Fig. 1: run 1, nets reached from selected ports
(2 px per um)
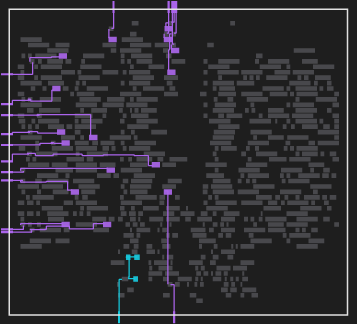
Fig. 2: run 1, clock wiring as the flow saved it
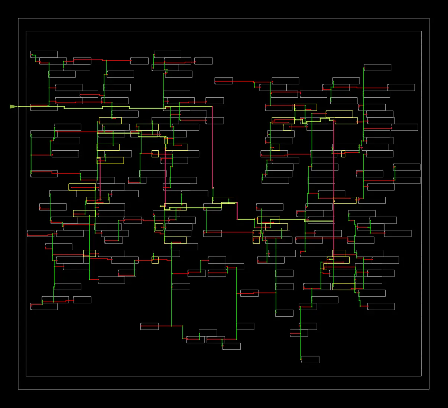
Fig. 3: run 1, metal 2
(2 px per um)
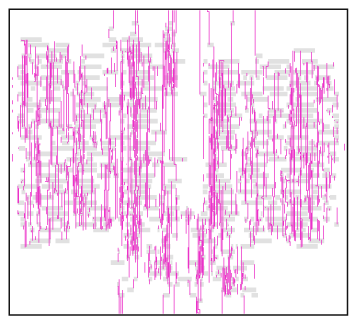
### src/rtl/port_bridge.sv
// Host-side I/O bridge: an input FIFO feeding the CPU in_port and an output FIFO
// capturing every OUT word for the host, both with registered storage.
module port_bridge #(
  parameter int DEPTH = 4,
  parameter int WIDTH = 16
) (
  input  logic             clk,
  input  logic             rst,
  input  logic [WIDTH-1:0] host_in_data,
  input  logic             host_in_valid,
  output logic             host_in_ready,
  output logic [WIDTH-1:0] in_port,
  output logic             in_avail,
  input  logic             in_ack,
  input  logic [WIDTH-1:0] out_port,
  input  logic             out_strobe,
  output logic [WIDTH-1:0] host_out_data,
  output logic             host_out_valid,
  input  logic             host_out_ready,
  output logic             overflow
);

  localparam int PW = $clog2(DEPTH);
  localparam int CW = PW + 1;
  localparam logic [CW-1:0] LP_DEPTH = CW'(DEPTH);

  logic [WIDTH-1:0] r_in_mem [DEPTH];
  logic [PW-1:0]    r_in_wp;
  logic [PW-1:0]    r_in_rp;
  logic [CW-1:0]    r_in_cnt;
  logic [WIDTH-1:0] r_in_last;

  logic [WIDTH-1:0] r_out_mem [DEPTH];
  logic [PW-1:0]    r_out_wp;
  logic [PW-1:0]    r_out_rp;
  logic [CW-1:0]    r_out_cnt;
  logic             r_ovf;

  logic w_in_push;
  logic w_in_pop;
  logic w_out_pop;
  logic w_out_push;

  assign host_in_ready  = (r_in_cnt < LP_DEPTH);
  assign in_avail       = (r_in_cnt != '0);
  assign w_in_push      = host_in_valid && host_in_ready;
  assign w_in_pop       = in_ack && in_avail;
  // Empty FIFO keeps showing the most recently consumed word rather than stale storage.
  assign in_port        = in_avail ? r_in_mem[r_in_rp] : r_in_last;

  assign host_out_valid = (r_out_cnt != '0);
  assign host_out_data  = r_out_mem[r_out_rp];
  assign w_out_pop      = host_out_valid && host_out_ready;
  // A full FIFO still accepts the strobe when the host frees a slot in the same cycle.
  assign w_out_push     = out_strobe && ((r_out_cnt < LP_DEPTH) || w_out_pop);
  assign overflow       = r_ovf;

  always_ff @(posedge clk) begin
    if (rst) begin
      for (int i = 0; i < DEPTH; i++) r_in_mem[i] <= '0;
      r_in_wp   <= '0;
      r_in_rp   <= '0;
      r_in_cnt  <= '0;
      r_in_last <= '0;
    end else begin
      if (w_in_push) begin
        r_in_mem[r_in_wp] <= host_in_data;
        r_in_wp           <= r_in_wp + PW'(1);
      end
      if (w_in_pop) begin
        r_in_last <= r_in_mem[r_in_rp];
        r_in_rp   <= r_in_rp + PW'(1);
      end
      if (w_in_push && !w_in_pop)      r_in_cnt <= r_in_cnt + CW'(1);
      else if (w_in_pop && !w_in_push) r_in_cnt <= r_in_cnt - CW'(1);
    end
  end

  always_ff @(posedge clk) begin
    if (rst) begin
      for (int i = 0; i < DEPTH; i++) r_out_mem[i] <= '0;
      r_out_wp  <= '0;
      r_out_rp  <= '0;
      r_out_cnt <= '0;
      r_ovf     <= 1'b0;
    end else begin
      if (w_out_push) begin
        r_out_mem[r_out_wp] <= out_port;
        r_out_wp            <= r_out_wp + PW'(1);
      end
      if (w_out_pop) r_out_rp <= r_out_rp + PW'(1);
      if (out_strobe && !w_out_push) r_ovf <= 1'b1;
      if (w_out_push && !w_out_pop)      r_out_cnt <= r_out_cnt + CW'(1);
      else if (w_out_pop && !w_out_push) r_out_cnt <= r_out_cnt - CW'(1);
    end
  end

endmodule

### config.mk
export PLATFORM = sky130hd
export DESIGN_NAME = port_bridge
export DESIGN_NICKNAME = d
export VERILOG_FILES = /design/src/rtl/port_bridge.sv
export SDC_FILE = /design/constraint.sdc
export NUM_CORES = 1
export LEC_CHECK = 0
export CELL_PAD_IN_SITES_DETAIL_PLACEMENT = 1
export CELL_PAD_IN_SITES_GLOBAL_PLACEMENT = 2
export CORE_ASPECT_RATIO = 0.9
export CORE_MARGIN = 3
export CORE_UTILIZATION = 30
export CTS_CLUSTER_DIAMETER = 150
export DETAILED_ROUTE_END_ITERATION = 8
export PLACE_DENSITY = 0.71
export REMOVE_ABC_BUFFERS = 1
export SYNTH_ARGS = -nofsm -noshare
export SYNTH_HDL_FRONTEND = slang
export SYNTH_SLANG_ARGS = --single-unit
### constraint.sdc
create_clock -name clk -period 3.1 [get_ports clk]
set_input_delay 0.62 -clock clk [delete_from_list [all_inputs] [get_ports clk]]
set_output_delay 0.62 -clock clk [all_outputs]
set_load 0.05 [all_outputs]
==> flow_metrics.py, run 1 <==
# Generated from Yosys and OpenROAD reports
metrics = {
    "setup_path": {
        "start_kind": "register",
        "crit_path_cell_trace": "buf_4 -> mux4_2 -> mux2_2 -> buf_4",
        "reg2reg_depth": 7,
        "critPathBufInv": 2,
        "critPathMaxStageDelay_ns": 0.56,
        "cpLargestDelayFamily": "multiplexers",
        "crit_top_cell": "buf_4",
        "cp_data_arrival_time_ns": 2.15,
        "reg2reg_from": "r_in_cnt[2]",
        "rrSetupSlack_ns": 0.91,
        "critPathSlowestCell": "mux4_2",
        "end_kind": "output port",
        "crit_required_ns": 2.48,
        "worstSetupPathType": "reg -> out",
        "cp_max_fo": 16,
        "rr_endpoint": "r_in_cnt[2]",
    },
    "yosys": {
        "synthCells": 459,
        "ys_async_sr_fraction_pct": 0,
        "edf_count": 128,
        "common_cells": "and2_1 (128), edfxtp_1 (128), dfxtp_1 (35)",
        "post-synth-top-area-fraction_pct": 54.0,
        "yosysCellCount": 459,
        "synth_area_um2": 7120,
        "postSynthSeqShare_pct": 63.8,
        "synth.distinct_cells": 39,
        "ff_type": "edfxtp_1",
        "top_area_cell": "edfxtp_1",
        "synthTopCellsByArea": "edfxtp_1 (54%), and2_1 (11%), mux4_2 (10%)",
        "yosys_warnings": 0,
        "ys_seq_elements": 163,
        "yosys_area_um2": 7120,
        "syn-mean-instance-area_um2": 15.5,
    },
    "die": {
        "fp-utilization_pct": 31.1,
        "die-area_um2": 25600,
        "die_h_um": 152,
        "fp.dieW_um": 168,
        "fp-row-count": 52,
        "coreArea_um2": 22900,
        "io_pins": 74,
    },
    "clocking": {
        "cts_htree_levels": 4,
        "cts_resized": 0,
        "post_cts_buffers": 0,
        "clk_pin_slew_worst_paths_ns": 0.07,
        "cts_root_buf": "clkbuf_16",
        "clock_latency_ns": 0.42,
        "hold_buffers": 0,
        "max-clock-path-buffers": 2,
        "cts_tree": "built",
    },
    "drt": {
        "wl_per_cell_um": 19.5,
        "antenna_left": 0,
        "wl_mm": 16.5,
        "route.detailed.drc": 0,
        "routed_via_density": 4.76,
        "initialDrtViolationCount": 195,
        "dr.pass1.iters": 4,
        "vias": 4049,
    },
    "timing": {
        "finalWorstSetupSlack_ns": 0.328,
        "fin_tns_setup_ns": 0,
        "fin_crit_ns": 2.77,
        "grt_setup_unrepaired": "no",
        "worstMarginPinSlew_ns": 1.13,
        "timing.fmax_mhz": 361,
        "finalClockPeriodUsage_pct": 89.4,
        "finalSetupViolCount": 0,
        "drv_slew": 0,
        "max_slew_margin_pct": 24.6,
        "hold_viol_final": 0,
        "holdWs_ns": 0.477,
    },
    "global_route": {
        "grt_pass1_vias": 4468,
        "grt.total_usage_pct": 13.1,
        "grt_max_degree": 30,
        "grt_pass1_wl_mm": 25.3,
        "grt_remaining_overflow": 0,
        "antenna_found_initial": 0,
    },
    "min_path": {
        "min-delay-start": "overflow",
        "holdPathEnd": "overflow",
        "min_path_type": "reg -> reg",
        "hold_depth": 2,
    },
    "place": {
        "place.gp.congestion": 0.703,
        "post-place-ws_ns": 0.329,
        "io_buffers": 73,
        "post-dp-hpwl_mm": 10.3,
    },
    "power": {
        "p_leak_nw": 3.23,
        "power_density_nw_per_um2": 865,
        "irDropWorstVdd_uv": 432,
    },
    "layout": {
        "antenna_cells": 0,
        "drive_above_1_share_pct": 25.1,
        "fillerInstances": 2331,
        "nNetsFinal": 582,
        "area_delta_synth_final_pct": 22.8,
    },
    "status": {
        "status": "finished, final reports clean",
    },
    "job": {
        "tool_warnings": 25,
        "max_cap_violations": 0,
    },
}
## Picture notes: Fig. 1
| port | color | direction | end cells | wire |
|---|---|---|---|---|
| `in_port` | purple | output | 16 | 585 um |
| `host_in_valid` | cyan | input | 3 | 38.5 um |

## Picture notes: Fig. 2
CTS Sinks: 163
Seq cells: 163
Layout Skew: 0.0106 ns
Power Clock: 0.00219 W
cts bufs inserted: 17

## Picture notes: Fig. 3
share of all routed wire: 53%
nets with wire on the layer: 541
wire length on this layer: 8,780 um
longest straight run: 81.9 um
main direction: vertical

## run 1: worst max path at each step
stage / to / depth (start not counted)
finish: in_port[0] / 4
detailed placement: r_out_mem[3][12] / 4
floorplan: in_port[0] / 2
global route: in_port[0] / 4
CTS: in_port[0] / 4
global placement: r_out_mem[3][8] / 4
## run 1: power breakdown
| part | leakage, nW | internal, W | total (W) | switching, W |
|---|---|---|---|---|
| clock network | 0.288 | 0.00131 | 0.00219 | 0.000872 |
| logic | 1.32 | 0.000991 | 0.00255 | 0.00156 |
| registers | 1.62 | 0.00267 | 0.00283 | 0.000162 |
| total | 3.23 | 0.00497 | 0.00757 | 0.00260 |
## run 1: state kept, by name, summed over array words and instances, names as in the netlist, named ones only
| register | flops |
|---|---|
| r_in_mem | 64 |
| r_out_rp | 2 |
| r_out_mem | 64 |
| r_in_wp | 2 |
| r_out_cnt | 3 |
| r_out_wp | 2 |
| overflow | 1 |
| r_in_rp | 2 |
| r_in_last | 16 |
| r_in_cnt | 3 |
## run 1: tightest hold or removal path, stage by stage (launching register included)
cell and delay (ns):
dfxtp_1 0.33, a21oi_1 0.04, nor2_1 0.07
## run 1: layer usage
metal,routed length [um],up-vias,track usage [%]
met5,0,-,0
met4,137,0,3.39
met3,769,12,2.91
met2,8780,87,24.1
met1,6860,2086,15.4
li1,-,1864,-
## run 1: final cells by class
type	instances	area (um2)	area share, %
well taps	297	372	4.25
clock inverters	12	155	1.77
clock buffers	20	457	5.22
repair buffers	88	773	8.84
flip-flops and latches	163	4540	52.0
multi-input cells	264	2420	27.7
inverters	6	22.5	0.258
## run 1: cell usage in the layout (no fill, tap or decap), drive strengths merged, types with 2 or more instances in the layout
cell,instances
a21oi,6
nand2b,3
or2,2
nor4b,2
buf,48
mux4,32
nor4,3
dfxtp,35
ha,2
or3,5
and2,128
xor2,9
clkinv,4
o21ai,3
edfxtp,128
a31o,4
a22o,16
nor2b,2
bufinv,3
fa,2
mux2i,2
clkdlybuf4s50,40
nor2,16
inv,8
clkinvlp,3
o31ai,3
clkbuf,20
mux2,16
o311ai,2
## run 1: stage by stage
step | util, % | cells | area (um2) | total power (W)
final | 38.2 | 850 | 8740 | 0.00757
after global routing | 38.2 | 850 | 8740 | 0.00791
after CTS | 38.2 | 850 | 8740 | 0.00767
after detailed placement | 35.5 | 818 | 8130 | 0.00548
after global placement | 35.5 | 818 | 8130 | 0.00541
after floorplan | - | 433 | 6990 | 0.00462
## run 1: kinds of logic (layout without fill, tap and decap cells)
logic type                 after synthesis  in the layout  share of synthesized area, %
adders and majority gates                4              4                         0.914
DFF                                    163            163                          63.8
muxes                                   50             50                          12.9
xor gates and xnor gates                10             10                          1.23
buffers and inverters                   32            126                          2.20
and+or+nand+nor                        165            165                          14.9
AOI/OAI and AO/OA                       35             35                          3.99
==> inputs of run 2 (changes only) <==
PLACE_DENSITY = 0.63   (was 0.71)
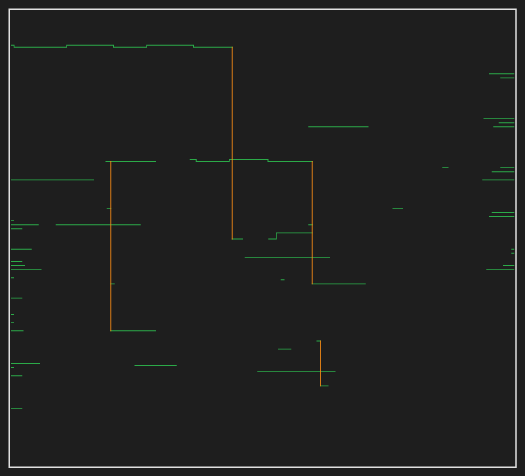
Fig. 4. Wiring by layer (run 2).
(3 px per um) Two of the layers only.
| layer | color | wire length |
|---|---|---|
| met4 | orange | 176 um |
| met3 | green | 498 um |

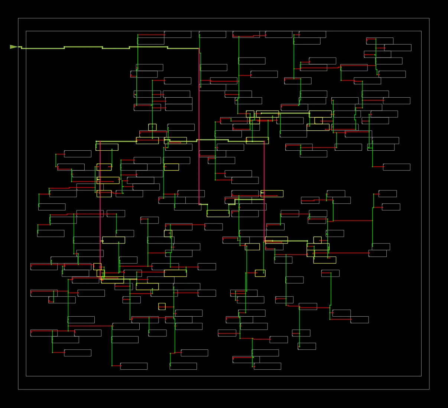
Fig. 5. Clock wiring as the flow saved it (run 2).
count of clock buffers in the final design: 17
clk latency late pin: 0.42 ns
Power Clock: 0.00208 W
Layout Skew: 0.0103 ns

==> flow_metrics.py, run 2 <==
# Generated from Yosys and OpenROAD reports
metrics = {
    "setup_path": {
        "reg2reg_from": "r_in_cnt[2]",
        "cp_max_fo": 16,
        "rrSetupSlack_ns": 0.90,
        "start_kind": "register",
        "worstSetupEndpoint": "in_port[7]",
        "crit_required_ns": 2.48,
        "rr_endpoint": "r_in_cnt[2]",
        "worstSetupPathType": "reg -> out",
    },
    "power": {
        "switching_share_pct": 36.7,
        "power_density_nw_per_um2": 851,
        "p_int_w": 0.00473,
        "switchingPower_w": 0.00274,
        "irDropWorstVdd_uv": 416,
        "p_comb_share_pct": 34.3,
        "power_frac_clock_pct": 27.9,
        "p_seq_share_pct": 37.8,
    },
    "place": {
        "post-dp-hpwl_mm": 10.5,
        "io_buffers": 73,
        "place.gp.congestion": 0.678,
        "place_inst": 824,
    },
    "yosys": {
        "synthTopCellsByArea": "edfxtp_1 (54%), and2_1 (11%), mux4_2 (10%)",
        "ff_type": "edfxtp_1",
        "ys_async_sr_fraction_pct": 0,
        "ys_seq_elements": 163,
        "syn-mean-instance-area_um2": 15.5,
        "yosys_warnings": 0,
        "synth_area_um2": 7120,
        "yosysCellCount": 459,
        "top_area_cell": "edfxtp_1",
        "post-synth-top-area-fraction_pct": 54.0,
        "synthCells": 459,
        "edf_count": 128,
        "common_cells": "and2_1 (128), edfxtp_1 (128), dfxtp_1 (35)",
    },
    "die": {
        "fp-row-count": 52,
        "fp-utilization_pct": 31.1,
        "die-area_um2": 25600,
        "io_pins": 74,
        "die_h_um": 152,
        "coreArea_um2": 22900,
    },
    "timing": {
        "finalSetupViolCount": 0,
        "timing.fmax_mhz": 356,
        "grt_setup_unrepaired": "no",
        "finalClockPeriodUsage_pct": 90.7,
        "max_slew_margin_pct": 42.0,
        "fin_tns_setup_ns": 0,
        "drv_slew": 0,
        "worstMarginPinSlew_ns": 0.863,
        "hold_viol_final": 0,
    },
    "drt": {
        "antenna_left": 0,
        "wl_per_cell_um": 20.0,
        "routed_via_density": 4.70,
        "wl_mm": 17.1,
        "route.detailed.drc": 0,
        "dr.pass1.iters": 4,
        "initialDrtViolationCount": 226,
        "vias": 4027,
    },
    "clocking": {
        "max-clock-path-buffers": 2,
        "post_cts_buffers": 0,
        "cts_htree_levels": 4,
        "clk_pin_slew_worst_paths_ns": 0.07,
        "cts_root_buf": "clkbuf_16",
        "cts_buffers": 17,
        "cts_tree": "built",
        "clock_sink_count": 163,
        "hold_buffers": 0,
    },
    "global_route": {
        "grt_max_degree": 28,
        "grt.total_usage_pct": 13.8,
        "grt_pass1_wl_mm": 26.8,
        "grt_remaining_overflow": 0,
        "antenna_found_initial": 0,
    },
    "layout": {
        "drive_above_1_share_pct": 26.5,
        "instances_no_fill": 857,
        "reg_top3": "r_in_mem x64, r_out_mem x64, r_in_last x16",
        "fillerInstances": 2349,
        "nNetsFinal": 588,
        "area_delta_synth_final_pct": 23.2,
        "final_layout_top_logic_cells": "and2_1 (128), edfxtp_1 (128), buf_4 (53)",
    },
    "job": {
        "tool_warnings": 25,
        "max_cap_violations": 0,
    },
    "status": {
        "status": "finished, final reports clean",
    },
    "min_path": {
        "min_path_type": "reg -> reg",
    },
}
run 2: cell type report:
type	instances	area, um2	share of cell area, %
Clock inverter	15	165	1.88
Clock buffer	17	425	4.85
Inverter	6	22.5	0.257
Antenna cell	1	2.50	0.0285
Tap cell	297	372	4.24
Multi-Input combinational cell	264	2420	27.6
Sequential cell	163	4540	51.8
Timing Repair Buffer	94	818	9.33
run 2: cell families (layout without fill, tap and decap cells):
family	after synthesis	in the layout	share of synthesized area, %
AND-OR/OR-AND	35	35	3.99
XOR/XNOR	10	10	1.23
adder cells (fa/ha/maj)	4	4	0.914
buffers and inverters	32	132	2.20
flip-flops	163	163	63.8
multiplexers	50	50	12.9
other	0	1	0
AND/OR/NAND/NOR	165	165	14.9
run 2: per-layer routing:
layer,part of all wire (%),track usage (%)
met5,0,0
met4,1.0,3.51
met3,2.9,2.93
met2,50,23.2
met1,46,18.2
run 2: power groups by stage:
stage                     Clock (W)  Combinational, W  Sequential (W)
after floorplan                   0           0.00170         0.00292
after global placement            0           0.00257         0.00285
after detailed placement          0           0.00260         0.00287
after CTS                   0.00214           0.00261         0.00282
after global routing        0.00223           0.00274         0.00286
final                       0.00208           0.00256         0.00282
run 2: worst min-delay path by stage:
stage	depth (start not counted)	startpoint	endpoint
after detailed placement	2	overflow	overflow
after CTS	2	overflow	overflow
final	2	overflow	overflow
after floorplan	1	r_in_last[0]	r_in_last[0]
after global routing	1	r_in_last[1]	r_in_last[1]
after global placement	2	overflow	overflow
run 2: stage by stage:
step           util, %  setup slack (ns)  power (W)  cell area, um2
4_1_cts           38.3             0.238    0.00758            8770
3_5_place_dp      35.7             0.251    0.00547            8180
5_1_grt           38.3             0.187    0.00783            8770
6_report          38.3             0.288    0.00746            8770
2_1_floorplan        -             0.619    0.00462            6990
3_3_place_gp      35.7             0.335    0.00542            8180
run 2: critical path, cell delays in order (launching register included):
cell	delay, ns
dfxtp_1	0.32
buf_4	0.36
mux4_2	0.58
mux2_2	0.31
buf_4	0.20
No activity file was given, so power comes from the tool's default toggle rates.
